`config.mk`:
```
export PLATFORM = sky130hd
export DESIGN_NAME = modport_fifo
export DESIGN_NICKNAME = d
export VERILOG_FILES = /design/src/rtl/modport_fifo_pkg.sv /design/src/rtl/modport_fifo_mem.sv /design/src/rtl/modport_fifo.sv
export SDC_FILE = /design/constraint.sdc
export NUM_CORES = 1
export LEC_CHECK = 0
export CAP_MARGIN = 5
export CORE_MARGIN = 2
export CORE_UTILIZATION = 50
export CTS_BUF_LIST = sky130_fd_sc_hd__clkbuf_8
export DETAILED_ROUTE_END_ITERATION = 10
export PLACE_DENSITY = 0.67
export SLEW_MARGIN = 5
export SYNTH_ARGS = -nofsm -noshare
export SYNTH_HDL_FRONTEND = slang
export SYNTH_SLANG_ARGS = --single-unit
```
`constraint.sdc`:
```
create_clock -name clock -period 2.7 [get_ports clock]
set_clock_uncertainty 0.1 [all_clocks]
set_input_delay 0.54 -clock clock [delete_from_list [all_inputs] [get_ports clock]]
set_output_delay 0.54 -clock clock [all_outputs]
set_load 0.01 [all_outputs]
```
`src/rtl/modport_fifo_pkg.sv`:
```
// modport_fifo_pkg: shared defaults, word type and address-width helper for modport_fifo
package modport_fifo_pkg;
    localparam int DATA_WIDTH_DEF = 8;
    localparam int DEPTH_DEF = 16;
    typedef logic [DATA_WIDTH_DEF-1:0] fifo_word_t;
    function automatic int addr_w(input int depth);
        return (depth > 1) ? $clog2(depth) : 1;
    endfunction
endpackage

```
`src/rtl/modport_fifo_mem.sv`:
```
// modport_fifo_mem: DEPTH x DATA_WIDTH register array, sync write port, registered read port
module modport_fifo_mem
    import modport_fifo_pkg::*;
#(
    parameter int DATA_WIDTH = DATA_WIDTH_DEF,
    parameter int DEPTH = DEPTH_DEF
) (
    input  logic                       clock,
    input  logic                       rst_n,
    input  logic                       we,
    input  logic [addr_w(DEPTH)-1:0]   wr_addr,
    input  logic [DATA_WIDTH-1:0]      wr_data,
    input  logic                       re,
    input  logic [addr_w(DEPTH)-1:0]   rd_addr,
    output logic [DATA_WIDTH-1:0]      rd_data
);
    logic [DATA_WIDTH-1:0] mem [DEPTH];
    // Storage is deliberately not reset; only the read register is.
    always_ff @(posedge clock)
        if (we) mem[wr_addr] <= wr_data;
    always_ff @(posedge clock)
        if (!rst_n) rd_data <= '0;
        else if (re) rd_data <= mem[rd_addr];
endmodule

```
`src/rtl/modport_fifo.sv`:
```
// modport_fifo: single-clock FIFO with registered full/empty flags.
// Defining MODPORT_FIFO_COUNT_EN adds a count output exposing live occupancy.
module modport_fifo
    import modport_fifo_pkg::*;
#(
    parameter int DATA_WIDTH = DATA_WIDTH_DEF,
    parameter int DEPTH = DEPTH_DEF
) (
    input  logic                   clock,
    input  logic                   rst_n,
    input  logic [DATA_WIDTH-1:0]  data_in,
    input  logic                   write,
    input  logic                   read,
    output logic [DATA_WIDTH-1:0]  data_out,
    output logic                   full,
`ifdef MODPORT_FIFO_COUNT_EN
    output logic                   empty,
    output logic [addr_w(DEPTH):0] count
`else
    output logic                   empty
`endif
);
    localparam int AW = addr_w(DEPTH);
    logic [AW-1:0] wr_ptr, rd_ptr;
`ifndef MODPORT_FIFO_COUNT_EN
    logic [AW:0] count;
`endif
    logic [AW:0] count_nxt;
    logic wr_ok, rd_ok;
    always_comb begin
        wr_ok = write && !full;
        rd_ok = read && !empty;
        count_nxt = count + (AW+1)'(wr_ok) - (AW+1)'(rd_ok);
    end
    // Flags are registered from count_nxt so they move on the same edge as count.
    always_ff @(posedge clock)
        if (!rst_n) begin
            wr_ptr <= '0;
            rd_ptr <= '0;
            count <= '0;
            full <= 1'b0;
            empty <= 1'b1;
        end else begin
            wr_ptr <= wr_ptr + AW'(wr_ok);
            rd_ptr <= rd_ptr + AW'(rd_ok);
            count <= count_nxt;
            full <= count_nxt == (AW+1)'(DEPTH);
            empty <= count_nxt == '0;
        end
    modport_fifo_mem #(.DATA_WIDTH(DATA_WIDTH), .DEPTH(DEPTH)) u_mem (
        .clock   (clock),
        .rst_n   (rst_n),
        .we      (rst_n && wr_ok),
        .wr_addr (wr_ptr),
        .wr_data (data_in),
        .re      (rd_ok),
        .rd_addr (rd_ptr),
        .rd_data (data_out)
    );
endmodule

```
==> run notes <==
Physical design

The timing report attributes the biggest portion of critical-path delay to buffers and inverters. In this run the count of I/O pins placed on the die edge is 22. The power drawn by the clock network stands at 2.00 mW. STA shows the worst reg2reg path with a cell count of 8. The floorplan net count stands at 376. The repair_antennas step left the layout with diodes totalling 0. In this run the full chip footprint comes out at about 13,000 um2. The global routing report lists met3 layer usage as 0.0478. Sorting the Yosys area breakdown by cell type puts at the top sky130_fd_sc_hd__edfxtp_1. TritonCTS built the clock tree. The sum of routed wire segments on met1 stands at 5030 um.

The row count stands at about 40. The first global-routing pass estimated 17,600 um of wire. The power after layout stands at around 5.5 mW.

The logic area stands at 1570 um2. Looking at the setup timing report, the critical path kind is input pin to register. The footprint of the flip-flops and latches stands at 4310 um2. Data on the critical path arrives at its endpoint at 2.69 ns. The synthesized design contains about 150 register bits. The pre-antenna-repair detailed-routing pass consisted of 4 iterations. Buffers added to address setup during post-CTS repair amount to 0. The count of flip-flops with a built-in enable after synthesis stands at approximately 130. Wire segments on met2 add up to ~5400 um in the final route. The synthesis report names the predominant flop master as sky130_fd_sc_hd__edfxtp_1. The depth of the CTS H-tree stands at 4. The clock latency of the later-clocked register in the worst-skew pair stands at 0.44 ns. After routing, the total negative slack on setup checks comes to 0 ns.

The number of sinks driven by the clock tree stands at 151. At the placement stage, the worst setup path has a slack of -0.254 ns. In the synthesized netlist the async set-or-reset flop fraction comes to 0. Per report_power, the Sequential row totals 2.70 mW.

The count of unresolved DRC violations after routing stands at 0. Along the worst hold path, the cell count comes to 2. Setup repair after global routing left no endpoint under its margin. The internal reg-to-reg setup slack stands at 0.50 ns.

The combinational power stands at 0.812 mW. The run finished with clean final reports. The layout summary lists the proportion of cells stronger than drive strength 1 as 0.169. The count of nets left with antenna violations after detail routing stands at 0. By instance count after routing, the leading logic cell type is sky130_fd_sc_hd__edfxtp_1. In this run the clock root is driven by a sky130_fd_sc_hd__clkbuf_8.

The quantity of gates resized following cts stands at 0. The placed instances occupy a cell area of 6490 um2. For reference, the critical path is captured by full$_SDFF_PN0_. The largest individual stage delay along the critical path comes from the cell sky130_fd_sc_hd__clkdlybuf4s50_1.

The number of buffers and inverters on the critical path stands at 2. The largest single stage delay on the critical path is 0.47 ns. The worst setup path is captured at a register. The met2 track demand over resource stands at 0.294.

The port buffer count stands at 21. Signal routing reaches up to met4. Summed over all cells, the static leakage comes to 2.29 nW. The area overhead of the layout relative to synthesis stands at 15.9%. The pin closest to its max-slew limit shows a slew of between 0.6 and 0.7 ns. Per the post-CTS timing run, clock transition at the registers of the reported paths is 0.07 ns. The final report lists the setup-violating endpoint count as 0.

The maximum clock frequency stands at 0.408 GHz. For this design, Yosys synthesis ends with a cell count of 356. The path class of the tightest hold or removal check is register to register. The detailed-route wire length per cell stands at 19.7 um. Global route summary, busiest routing layer listed as met2. The dominant power group in this design is sequential cells. The post-synthesis sequential area ratio stands at 0.716. The design internal power stands at 4.29 mW. Detailed placement finished with a half-perimeter wire length of 7010 um.

At the end of routability-driven placement, the weighted congestion stood at 0.777. In this run the worst setup path begins at read.
[flip-flops by register name (all words and copies together) (netlist names)]
| name | cells |
|---|---|
| u_mem.mem | 128 |
| u_mem.rd_data | 8 |
| count | 5 |
| rd_ptr | 4 |
| wr_ptr | 4 |
| empty | 1 |
| full | 1 |
[stage by stage]
stage | hold slack, ns | cells
after floorplan | 0.408 | 356
after global placement | 0.369 | 530
after detailed placement | 0.379 | 530
after CTS | 0.394 | 562
final | 0.390 | 562
after global routing | 0.420 | 562
[layout make-up]
| class | instances | share of cell area |
|---|---|---|
| tap | 147 | 0.0264 |
| clock inverter | 13 | 0.0302 |
| clock buffer | 19 | 0.0375 |
| sequential | 151 | 0.618 |
| multi-input combinational | 181 | 0.226 |
| inverter | 4 | 0.00216 |
| timing repair buffer | 47 | 0.0600 |
Fig. 1: routed clock nets over the placement
(3 px per um)
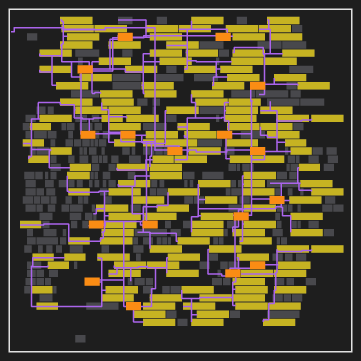
Key: purple = clock wires [length 1,580 um]; orange = clock drivers [count 17]; yellow = flip-flops [count 151]
Position of the flops: spread over the die.

Fig. 2: met1 routing
(2 px per um) Supply wires on this layer in grey.
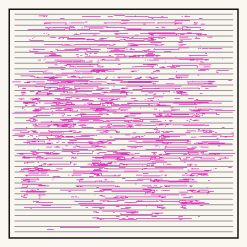
400 nets have wire on it. The layer carries 5,030 um of wire. The wires run mostly horizontal. The longest straight run is 41.4 um.
via count: 3,069
met1 Track Usage GR: 0.260
total routed wirelength: 11,100 um

Fig. 3: clock wiring as the flow saved it
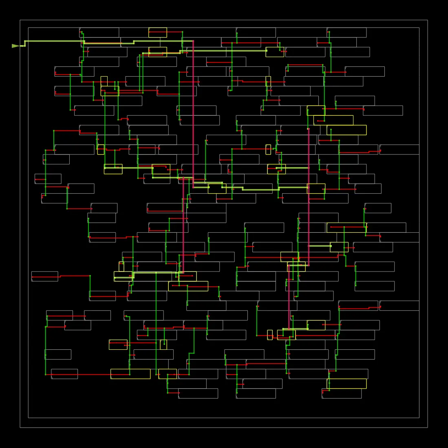
# clk buffers: 19
layout sequential cell count: 151

Fig. 4: placement density heat map
(3 px per um) 11 x 11 tiles, from white (low) to dark blue (high), 0 to 100% covered.
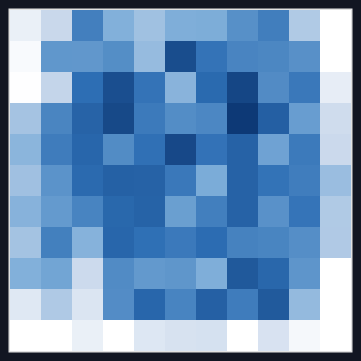
8.3% of the tiles are nearly empty. The emptiest ninth of the die: south-west. The fullest tile reaches 96%.
Layout Utilization: 0.587
placeable core area: 11,900 um2
Core Util at FP: 0.507

No activity file was given, so power comes from the tool's default toggle rates.
